File: src/rtl/id_stage_pipelined_pkg.sv
// ============================================================================
// Module : i_formats (package)
// Brief  : RV32 opcode constants, ID/EX control bundle, immediate extractors.
// Rev    : 1.0 - initial parametrised decode-stage release
// ============================================================================
`default_nettype none

package i_formats;

    localparam logic [6:0] c_OP_R      = 7'b0110011;
    localparam logic [6:0] c_OP_IMM    = 7'b0010011;
    localparam logic [6:0] c_OP_LOAD   = 7'b0000011;
    localparam logic [6:0] c_OP_JALR   = 7'b1100111;
    localparam logic [6:0] c_OP_STORE  = 7'b0100011;
    localparam logic [6:0] c_OP_BRANCH = 7'b1100011;
    localparam logic [6:0] c_OP_LUI    = 7'b0110111;
    localparam logic [6:0] c_OP_AUIPC  = 7'b0010111;
    localparam logic [6:0] c_OP_JAL    = 7'b1101111;
    localparam logic [6:0] c_OP_FENCE  = 7'b0001111;
    localparam logic [6:0] c_OP_SYSTEM = 7'b1110011;

    localparam logic [11:0] c_IMM_ECALL  = 12'h000;
    localparam logic [11:0] c_IMM_EBREAK = 12'h001;
    localparam logic [11:0] c_IMM_MRET   = 12'h302;

    typedef struct packed {
        logic [2:0] alu_op;
        logic [2:0] mem_op;
        logic       sub;
        logic       shdir;
        logic [4:0] shamt;
        logic [4:0] rd_addr;
        logic       rd_we;
        logic       is_load;
        logic       is_store;
        logic       is_branch;
        logic       is_jal;
        logic       is_jalr;
        logic       is_ecall;
        logic       is_ebreak;
        logic       is_mret;
        logic       is_fence;
        logic       is_fence_i;
        logic       illegal;
    } id_ex_ctrl_t;

    // Extractors return 32-bit signed values; the stage sign-extends to XLEN.
    function automatic logic signed [31:0] imm_i(input logic [31:0] i);
        return {{20{i[31]}}, i[31:20]};
    endfunction

    function automatic logic signed [31:0] imm_s(input logic [31:0] i);
        return {{20{i[31]}}, i[31:25], i[11:7]};
    endfunction

    function automatic logic signed [31:0] imm_b(input logic [31:0] i);
        return {{19{i[31]}}, i[31], i[7], i[30:25], i[11:8], 1'b0};
    endfunction

    function automatic logic signed [31:0] imm_u(input logic [31:0] i);
        return {i[31:12], 12'b0};
    endfunction

    function automatic logic signed [31:0] imm_j(input logic [31:0] i);
        return {{11{i[31]}}, i[31], i[19:12], i[20], i[30:21], 1'b0};
    endfunction

endpackage

`default_nettype wire

File: src/rtl/id_stage_pipelined_regbank.sv
// ============================================================================
// Module : regbank_param
// Brief  : Two-read/one-write register file with optional WB read bypass.
// Rev    : 1.0 - initial parametrised decode-stage release
// ============================================================================
`default_nettype none

module regbank_param #(
    parameter int XLEN      = 32,
    parameter int NUM_REGS  = 32,
    parameter int BYPASS_WB = 1
) (
    input  logic            clk_i,
    input  logic            rst_ni,
    input  logic            i_we,
    input  logic [4:0]      i_waddr,
    input  logic [XLEN-1:0] i_wdata,
    input  logic [4:0]      i_raddr1,
    input  logic [4:0]      i_raddr2,
    output logic [XLEN-1:0] o_rdata1,
    output logic [XLEN-1:0] o_rdata2
);

    localparam int         c_AW     = $clog2(NUM_REGS);
    localparam logic [5:0] c_NREGS  = 6'(NUM_REGS);
    localparam logic       c_BYPASS = (BYPASS_WB != 0);

    logic [XLEN-1:0] r_regs [NUM_REGS];
    logic            w_wr_ok;

    assign w_wr_ok = i_we && (i_waddr != 5'd0) && ({1'b0, i_waddr} < c_NREGS);

    always_ff @(posedge clk_i or negedge rst_ni) begin
        if (!rst_ni) begin
            for (int i = 0; i < NUM_REGS; i++) r_regs[i] <= '0;
        end else if (w_wr_ok) begin
            r_regs[i_waddr[c_AW-1:0]] <= i_wdata;
        end
    end

    function automatic logic [XLEN-1:0] rd_port(input logic [4:0] a, input logic [XLEN-1:0] v);
        if (a == 5'd0 || {1'b0, a} >= c_NREGS) return '0;
        return v;
    endfunction

    // Bypass returns the value being written this cycle so a same-cycle reader sees it.
    always_comb begin
        o_rdata1 = rd_port(i_raddr1, r_regs[i_raddr1[c_AW-1:0]]);
        o_rdata2 = rd_port(i_raddr2, r_regs[i_raddr2[c_AW-1:0]]);
        if (c_BYPASS && i_we && i_waddr == i_raddr1 && i_raddr1 != 5'd0) o_rdata1 = i_wdata;
        if (c_BYPASS && i_we && i_waddr == i_raddr2 && i_raddr2 != 5'd0) o_rdata2 = i_wdata;
    end

endmodule

`default_nettype wire

File: src/rtl/id_stage_pipelined.sv
// ============================================================================
// Module : id_stage_pipelined
// Brief  : RV32 decode stage with interlocks, WB bypass, flush and ID/EX reg.
// Rev    : 1.0 - initial parametrised decode-stage release
// ============================================================================
`default_nettype none

module id_stage_pipelined
    import i_formats::*;
#(
    parameter int XLEN      = 32,
    parameter int NUM_REGS  = 32,
    parameter int BYPASS_WB = 1,
    parameter int CNT_W     = 32
) (
    input  logic             clk_i,
    input  logic             rst_ni,
    input  logic             if_valid_i,
    output logic             if_ready_o,
    input  logic [XLEN-1:0]  pc_i,
    input  logic [31:0]      instr_i,
    input  logic             flush_i,
    output logic             ex_valid_o,
    input  logic             ex_ready_i,
    output logic [XLEN-1:0]  ex_pc_o,
    output logic [XLEN-1:0]  ex_op1_o,
    output logic [XLEN-1:0]  ex_op2_o,
    output logic [XLEN-1:0]  ex_rs2_o,
    output logic [XLEN-1:0]  ex_imm_o,
    output id_ex_ctrl_t      ex_ctrl_o,
    input  logic             mem_rd_we_i,
    input  logic [4:0]       mem_rd_addr_i,
    input  logic             wb_we_i,
    input  logic [4:0]       wb_addr_i,
    input  logic [XLEN-1:0]  wb_data_i,
    output logic [CNT_W-1:0] stall_cnt_o
);

    localparam logic [5:0] c_NREGS    = 6'(NUM_REGS);
    localparam logic       c_WB_STALL = (BYPASS_WB == 0);

    logic [6:0]        w_opcode;
    logic [2:0]        w_f3;
    logic [4:0]        w_rs1, w_rs2, w_rd;
    logic [XLEN-1:0]   w_rs1_val, w_rs2_val, w_op1, w_op2, w_imm;
    logic signed [31:0] w_imm32;
    logic              w_use1, w_use2, w_known, w_bad, w_illegal;
    logic              w_hit1, w_hit2, w_hazard, w_free, w_accept, w_stall;
    id_ex_ctrl_t       w_ctrl;

    logic              r_valid;
    logic [XLEN-1:0]   r_pc, r_op1, r_op2, r_rs2, r_imm;
    id_ex_ctrl_t       r_ctrl;
    logic [CNT_W-1:0]  r_cnt;

    assign w_opcode = instr_i[6:0];
    assign w_f3     = instr_i[14:12];
    assign w_rs1    = instr_i[19:15];
    assign w_rs2    = instr_i[24:20];
    assign w_rd     = instr_i[11:7];

    regbank_param #(
        .XLEN      (XLEN),
        .NUM_REGS  (NUM_REGS),
        .BYPASS_WB (BYPASS_WB)
    ) u_regbank (
        .clk_i    (clk_i),
        .rst_ni   (rst_ni),
        .i_we     (wb_we_i),
        .i_waddr  (wb_addr_i),
        .i_wdata  (wb_data_i),
        .i_raddr1 (w_rs1),
        .i_raddr2 (w_rs2),
        .o_rdata1 (w_rs1_val),
        .o_rdata2 (w_rs2_val)
    );

    always_comb begin
        w_ctrl         = '0;
        w_use1         = 1'b0;
        w_use2         = 1'b0;
        w_known        = 1'b1;
        w_bad          = 1'b0;
        w_imm32        = '0;
        w_ctrl.alu_op  = w_f3;
        w_ctrl.sub     = instr_i[30] & instr_i[5];
        w_ctrl.shdir   = instr_i[30];
        w_ctrl.shamt   = instr_i[24:20];
        w_ctrl.rd_addr = w_rd;
        case (w_opcode)
            c_OP_R: begin
                w_use1 = 1'b1; w_use2 = 1'b1; w_ctrl.rd_we = 1'b1;
                w_ctrl.shamt = w_rs2_val[4:0];
            end
            c_OP_IMM: begin
                w_use1 = 1'b1; w_ctrl.rd_we = 1'b1; w_imm32 = imm_i(instr_i);
            end
            c_OP_LOAD: begin
                w_use1 = 1'b1; w_ctrl.rd_we = 1'b1; w_ctrl.is_load = 1'b1;
                w_ctrl.alu_op = 3'b000; w_ctrl.mem_op = w_f3; w_imm32 = imm_i(instr_i);
            end
            c_OP_JALR: begin
                w_use1 = 1'b1; w_ctrl.rd_we = 1'b1; w_ctrl.is_jalr = 1'b1;
                w_imm32 = imm_i(instr_i);
            end
            c_OP_STORE: begin
                w_use1 = 1'b1; w_use2 = 1'b1; w_ctrl.is_store = 1'b1;
                w_ctrl.alu_op = 3'b000; w_ctrl.mem_op = w_f3; w_imm32 = imm_s(instr_i);
            end
            c_OP_BRANCH: begin
                w_use1 = 1'b1; w_use2 = 1'b1; w_ctrl.is_branch = 1'b1;
                w_imm32 = imm_b(instr_i);
            end
            c_OP_LUI, c_OP_AUIPC: begin
                w_ctrl.rd_we = 1'b1; w_ctrl.alu_op = 3'b000; w_imm32 = imm_u(instr_i);
            end
            c_OP_JAL: begin
                w_ctrl.rd_we = 1'b1; w_ctrl.is_jal = 1'b1; w_imm32 = imm_j(instr_i);
            end
            c_OP_FENCE: begin
                w_imm32           = imm_i(instr_i);
                w_ctrl.is_fence   = (w_f3 == 3'b000);
                w_ctrl.is_fence_i = (w_f3 == 3'b001);
                w_bad             = (w_f3[2:1] != 2'b00);
            end
            c_OP_SYSTEM: begin
                w_imm32 = imm_i(instr_i);
                if (w_f3 != 3'b000) w_bad = 1'b1;
                else begin
                    case (instr_i[31:20])
                        c_IMM_ECALL:  w_ctrl.is_ecall  = 1'b1;
                        c_IMM_EBREAK: w_ctrl.is_ebreak = 1'b1;
                        c_IMM_MRET:   w_ctrl.is_mret   = 1'b1;
                        default:      w_bad            = 1'b1;
                    endcase
                end
            end
            default: w_known = 1'b0;
        endcase

        w_illegal = !w_known || w_bad
                  || (w_use1 && {1'b0, w_rs1} >= c_NREGS)
                  || (w_use2 && {1'b0, w_rs2} >= c_NREGS)
                  || (w_ctrl.rd_we && {1'b0, w_rd} >= c_NREGS);
        // An illegal instruction travels down as a flagged NOP with no side effects.
        if (w_illegal) begin
            w_ctrl.illegal    = 1'b1;
            w_ctrl.rd_we      = 1'b0;
            w_ctrl.mem_op     = 3'b000;
            w_ctrl.is_load    = 1'b0;
            w_ctrl.is_store   = 1'b0;
            w_ctrl.is_branch  = 1'b0;
            w_ctrl.is_jal     = 1'b0;
            w_ctrl.is_jalr    = 1'b0;
            w_ctrl.is_ecall   = 1'b0;
            w_ctrl.is_ebreak  = 1'b0;
            w_ctrl.is_mret    = 1'b0;
            w_ctrl.is_fence   = 1'b0;
            w_ctrl.is_fence_i = 1'b0;
        end
    end

    assign w_imm = XLEN'(w_imm32);
    assign w_op1 = (w_opcode == c_OP_LUI) ? '0 :
                   (w_opcode == c_OP_AUIPC || w_opcode == c_OP_JAL) ? pc_i : w_rs1_val;
    assign w_op2 = (w_opcode == c_OP_R || w_opcode == c_OP_BRANCH) ? w_rs2_val : w_imm;

    assign w_hit1 = w_use1 && (w_rs1 != 5'd0) &&
                    ((r_valid && r_ctrl.rd_we && r_ctrl.rd_addr == w_rs1) ||
                     (mem_rd_we_i && mem_rd_addr_i == w_rs1) ||
                     (c_WB_STALL && wb_we_i && wb_addr_i == w_rs1));
    assign w_hit2 = w_use2 && (w_rs2 != 5'd0) &&
                    ((r_valid && r_ctrl.rd_we && r_ctrl.rd_addr == w_rs2) ||
                     (mem_rd_we_i && mem_rd_addr_i == w_rs2) ||
                     (c_WB_STALL && wb_we_i && wb_addr_i == w_rs2));

    assign w_hazard   = if_valid_i && (w_hit1 || w_hit2);
    assign w_free     = !r_valid || ex_ready_i;
    assign if_ready_o = rst_ni && (flush_i || (!w_hazard && w_free));
    assign w_accept   = if_valid_i && if_ready_o && !flush_i;
    assign w_stall    = w_hazard && w_free && !flush_i;

    always_ff @(posedge clk_i or negedge rst_ni) begin
        if (!rst_ni) begin
            r_valid <= 1'b0;
            r_pc    <= '0;
            r_op1   <= '0;
            r_op2   <= '0;
            r_rs2   <= '0;
            r_imm   <= '0;
            r_ctrl  <= '0;
            r_cnt   <= '0;
        end else begin
            if (flush_i) begin
                r_valid <= 1'b0;
            end else if (w_accept) begin
                r_valid <= 1'b1;
                r_pc    <= pc_i;
                r_op1   <= w_op1;
                r_op2   <= w_op2;
                r_rs2   <= w_rs2_val;
                r_imm   <= w_imm;
                r_ctrl  <= w_ctrl;
            end else if (w_free) begin
                r_valid <= 1'b0;
            end
            if (w_stall && r_cnt != '1) r_cnt <= r_cnt + CNT_W'(1);
        end
    end

    assign ex_valid_o  = r_valid;
    assign ex_pc_o     = r_pc;
    assign ex_op1_o    = r_op1;
    assign ex_op2_o    = r_op2;
    assign ex_rs2_o    = r_rs2;
    assign ex_imm_o    = r_imm;
    assign ex_ctrl_o   = r_ctrl;
    assign stall_cnt_o = r_cnt;

endmodule

`default_nettype wire
File: config.mk
export PLATFORM = sky130hd
export DESIGN_NAME = id_stage_pipelined
export DESIGN_NICKNAME = d
export VERILOG_FILES = /design/src/rtl/id_stage_pipelined_pkg.sv /design/src/rtl/id_stage_pipelined_regbank.sv /design/src/rtl/id_stage_pipelined.sv
export SDC_FILE = /design/constraint.sdc
export NUM_CORES = 2
export LEC_CHECK = 0
export CORE_MARGIN = 8
export CORE_UTILIZATION = 35
export CTS_CLUSTER_SIZE = 16
export DETAILED_ROUTE_END_ITERATION = 16
export HOLD_SLACK_MARGIN = 0.02
export PLACE_DENSITY = 0.52
export SYNTH_ARGS = -nofsm -noshare
export SYNTH_HDL_FRONTEND = slang
export SYNTH_SLANG_ARGS = --single-unit
File: constraint.sdc
create_clock -name clk_i -period 2.4 [get_ports clk_i]
set_input_delay 0.48 -clock clk_i [delete_from_list [all_inputs] [get_ports clk_i]]
set_output_delay 0.48 -clock clk_i [all_outputs]
set_load 0.03 [all_outputs]
### Signal metal coverage by tile

The bar under the picture is 100 um long. The die is cut into 22 by 22 equal tiles; dark blue is low, red is high, scaled to the fullest tile. Values are wire area over tile area, all layers added.
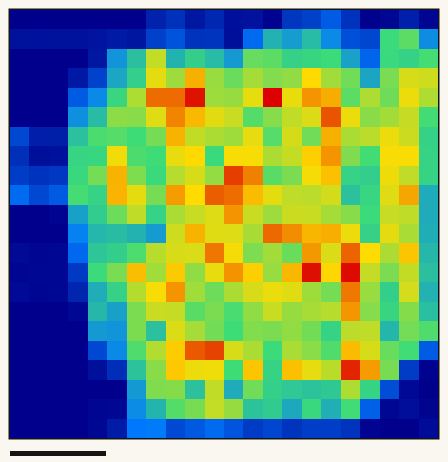
mean over tiles: 0.20
densest ninth of the die: centre
tiles over half the peak: 51%

### Track usage over the die

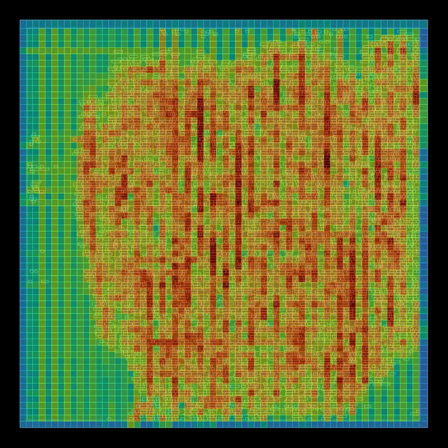
GRT met3 Usage: 4.48%
final core utilization: 46.0%

### Placement by cell class

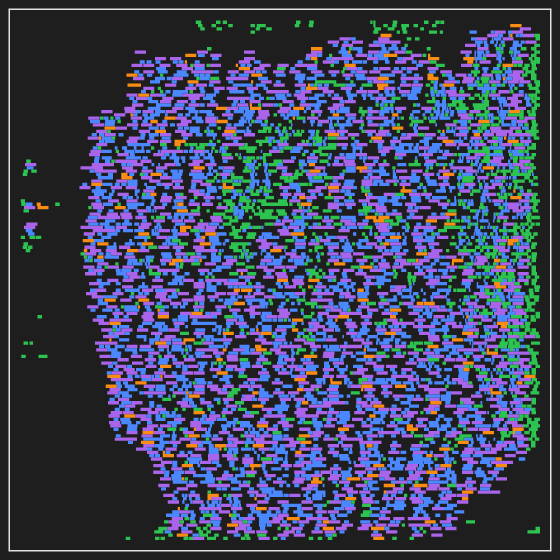
legend:
  blue:
    class: remaining logic cells
    cells: 2782
    share_of_their_area: 40%
  orange:
    class: clock drivers and dummy loads
    cells: 264
    share_of_their_area: 6.1%
  purple:
    class: sequential cells
    cells: 1247
    share_of_their_area: 39%
  green:
    class: remaining buffers and delay cells
    cells: 1110
    share_of_their_area: 16%

### Cell density map

The bar under the picture is 100 um long. The die is cut into 22 by 22 equal tiles; dark blue is low, red is high, 0 to 100% covered.
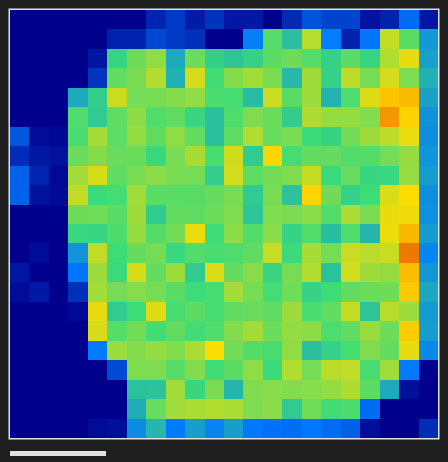
tiles over 75% full: 2.3%
mean over tiles: 41%
emptiest ninth of the die: lower left
nearly empty tiles: 17%

[final timing paths]
kind | start | to | slack [ps] | cells past startpoint
max in group asynchronous | rst_ni | u_regbank.r_regs[786]$_DFFE_PN0P_ | 1040 | 5
worst max register to register | ex_ctrl_o[13]$_DFFE_PN0P_ | ex_pc_o[19]$_DFFE_PN0P_ | -470 | 15
min in group clk_i | pc_i[21] | ex_pc_o[21]$_DFFE_PN0P_ | 380 | 2
worst min register to register | u_regbank.r_regs[993]$_DFFE_PN0P_ | u_regbank.r_regs[993]$_DFFE_PN0P_ | 390 | 0
worst min-delay path | rst_ni | stall_cnt_o[18]$_DFFE_PN0P_ | 190 | 2
worst max-delay path | ex_ctrl_o[16]$_DFFE_PN0P_ | if_ready_o | -610 | 8
==> impl_table.tex <==
% Generated from flow reports
\begin{tabular}{lr}
\hline
Metric & Value \\
\hline
\multicolumn{2}{l}{\textbf{Status}} \\
\quad Result of the run & complete, but fails checks \\
\quad Failing checks & setup timing \\
\multicolumn{2}{l}{\textbf{Route}} \\
\quad Number of detailed-routing iterations run before antenna repair & 6 \\
\quad DRC violation count after routing & 0 \\
\multicolumn{2}{l}{\textbf{Timing}} \\
\quad Worst Hold Margin & 194 ps \\
\quad Ratio of final minimum period to clock period & 126\% \\
\quad TNS Setup & -59990 ps \\
\quad Final Max Slew Viols & 0 \\
\quad Relative slew margins & 42.1\% \\
\quad Final-report setup violation count & 200 \\
\quad Worst setup margin & -614 ps \\
\multicolumn{2}{l}{\textbf{Power and ir drop}} \\
\quad Heaviest power group & sequential cells \\
\quad Worst IR drop on VDD & 0.000469 V \\
\multicolumn{2}{l}{\textbf{Synthesis}} \\
\quad Synth async-reset ratio & 100\% \\
\quad Net count entering floorplan & 4630 \\
\quad Main flop type & sky130\_fd\_sc\_hd\_\_dfrtp\_1 \\
\quad Area leader, netlist & sky130\_fd\_sc\_hd\_\_dfrtp\_1 \\
\quad Cell types with the largest area share after synthesis & sky130\_fd\_sc\_hd\_\_dfrtp\_1 49\%, sky130\_fd\_sc\_hd\_\_mux2\_2 19\%, sky130\_fd\_sc\_hd\_\_mux4\_2 18\% \\
\quad Share of synthesized cell area in full adder, half adder and majority cells & 0.0195\% \\
\quad Count of different cell masters after synthesis & 65 \\
\multicolumn{2}{l}{\textbf{Floorplanning}} \\
\quad Die Area & 0.197 mm2 \\
\quad FP Util & 35.1\% \\
\quad Boundary pin count & 337 \\
\quad Core Area & 0.182 mm2 \\
\multicolumn{2}{l}{\textbf{Clocking}} \\
\quad Clock insertion delay at the later pin of the skew report & 790 ps \\
\quad CTS buffer count & 148 \\
\multicolumn{2}{l}{\textbf{Cells and area}} \\
\quad Antenna cells & 2 \\
\quad Commonest Layout Cell & sky130\_fd\_sc\_hd\_\_dfrtp\_1 \\
\quad Sequential cell area share & 37.2\% \\
\quad Clock buf/inv share & 5.89\% \\
\multicolumn{2}{l}{\textbf{Global routing}} \\
\quad Leftover overflow at the end of global routing & 0 \\
\quad Met1 usage in global routing & 33.0\% \\
\quad Pin count of the biggest net entering global routing & 106 \\
\quad Gr usage total & 24.2\% \\
\multicolumn{2}{l}{\textbf{Placed design}} \\
\quad Minimum setup slack after placement & -1120 ps \\
\multicolumn{2}{l}{\textbf{Min path}} \\
\quad Worst hold path class & input port to async pin \\
\hline
\end{tabular}
No activity file was given, so power comes from the tool's default toggle rates.
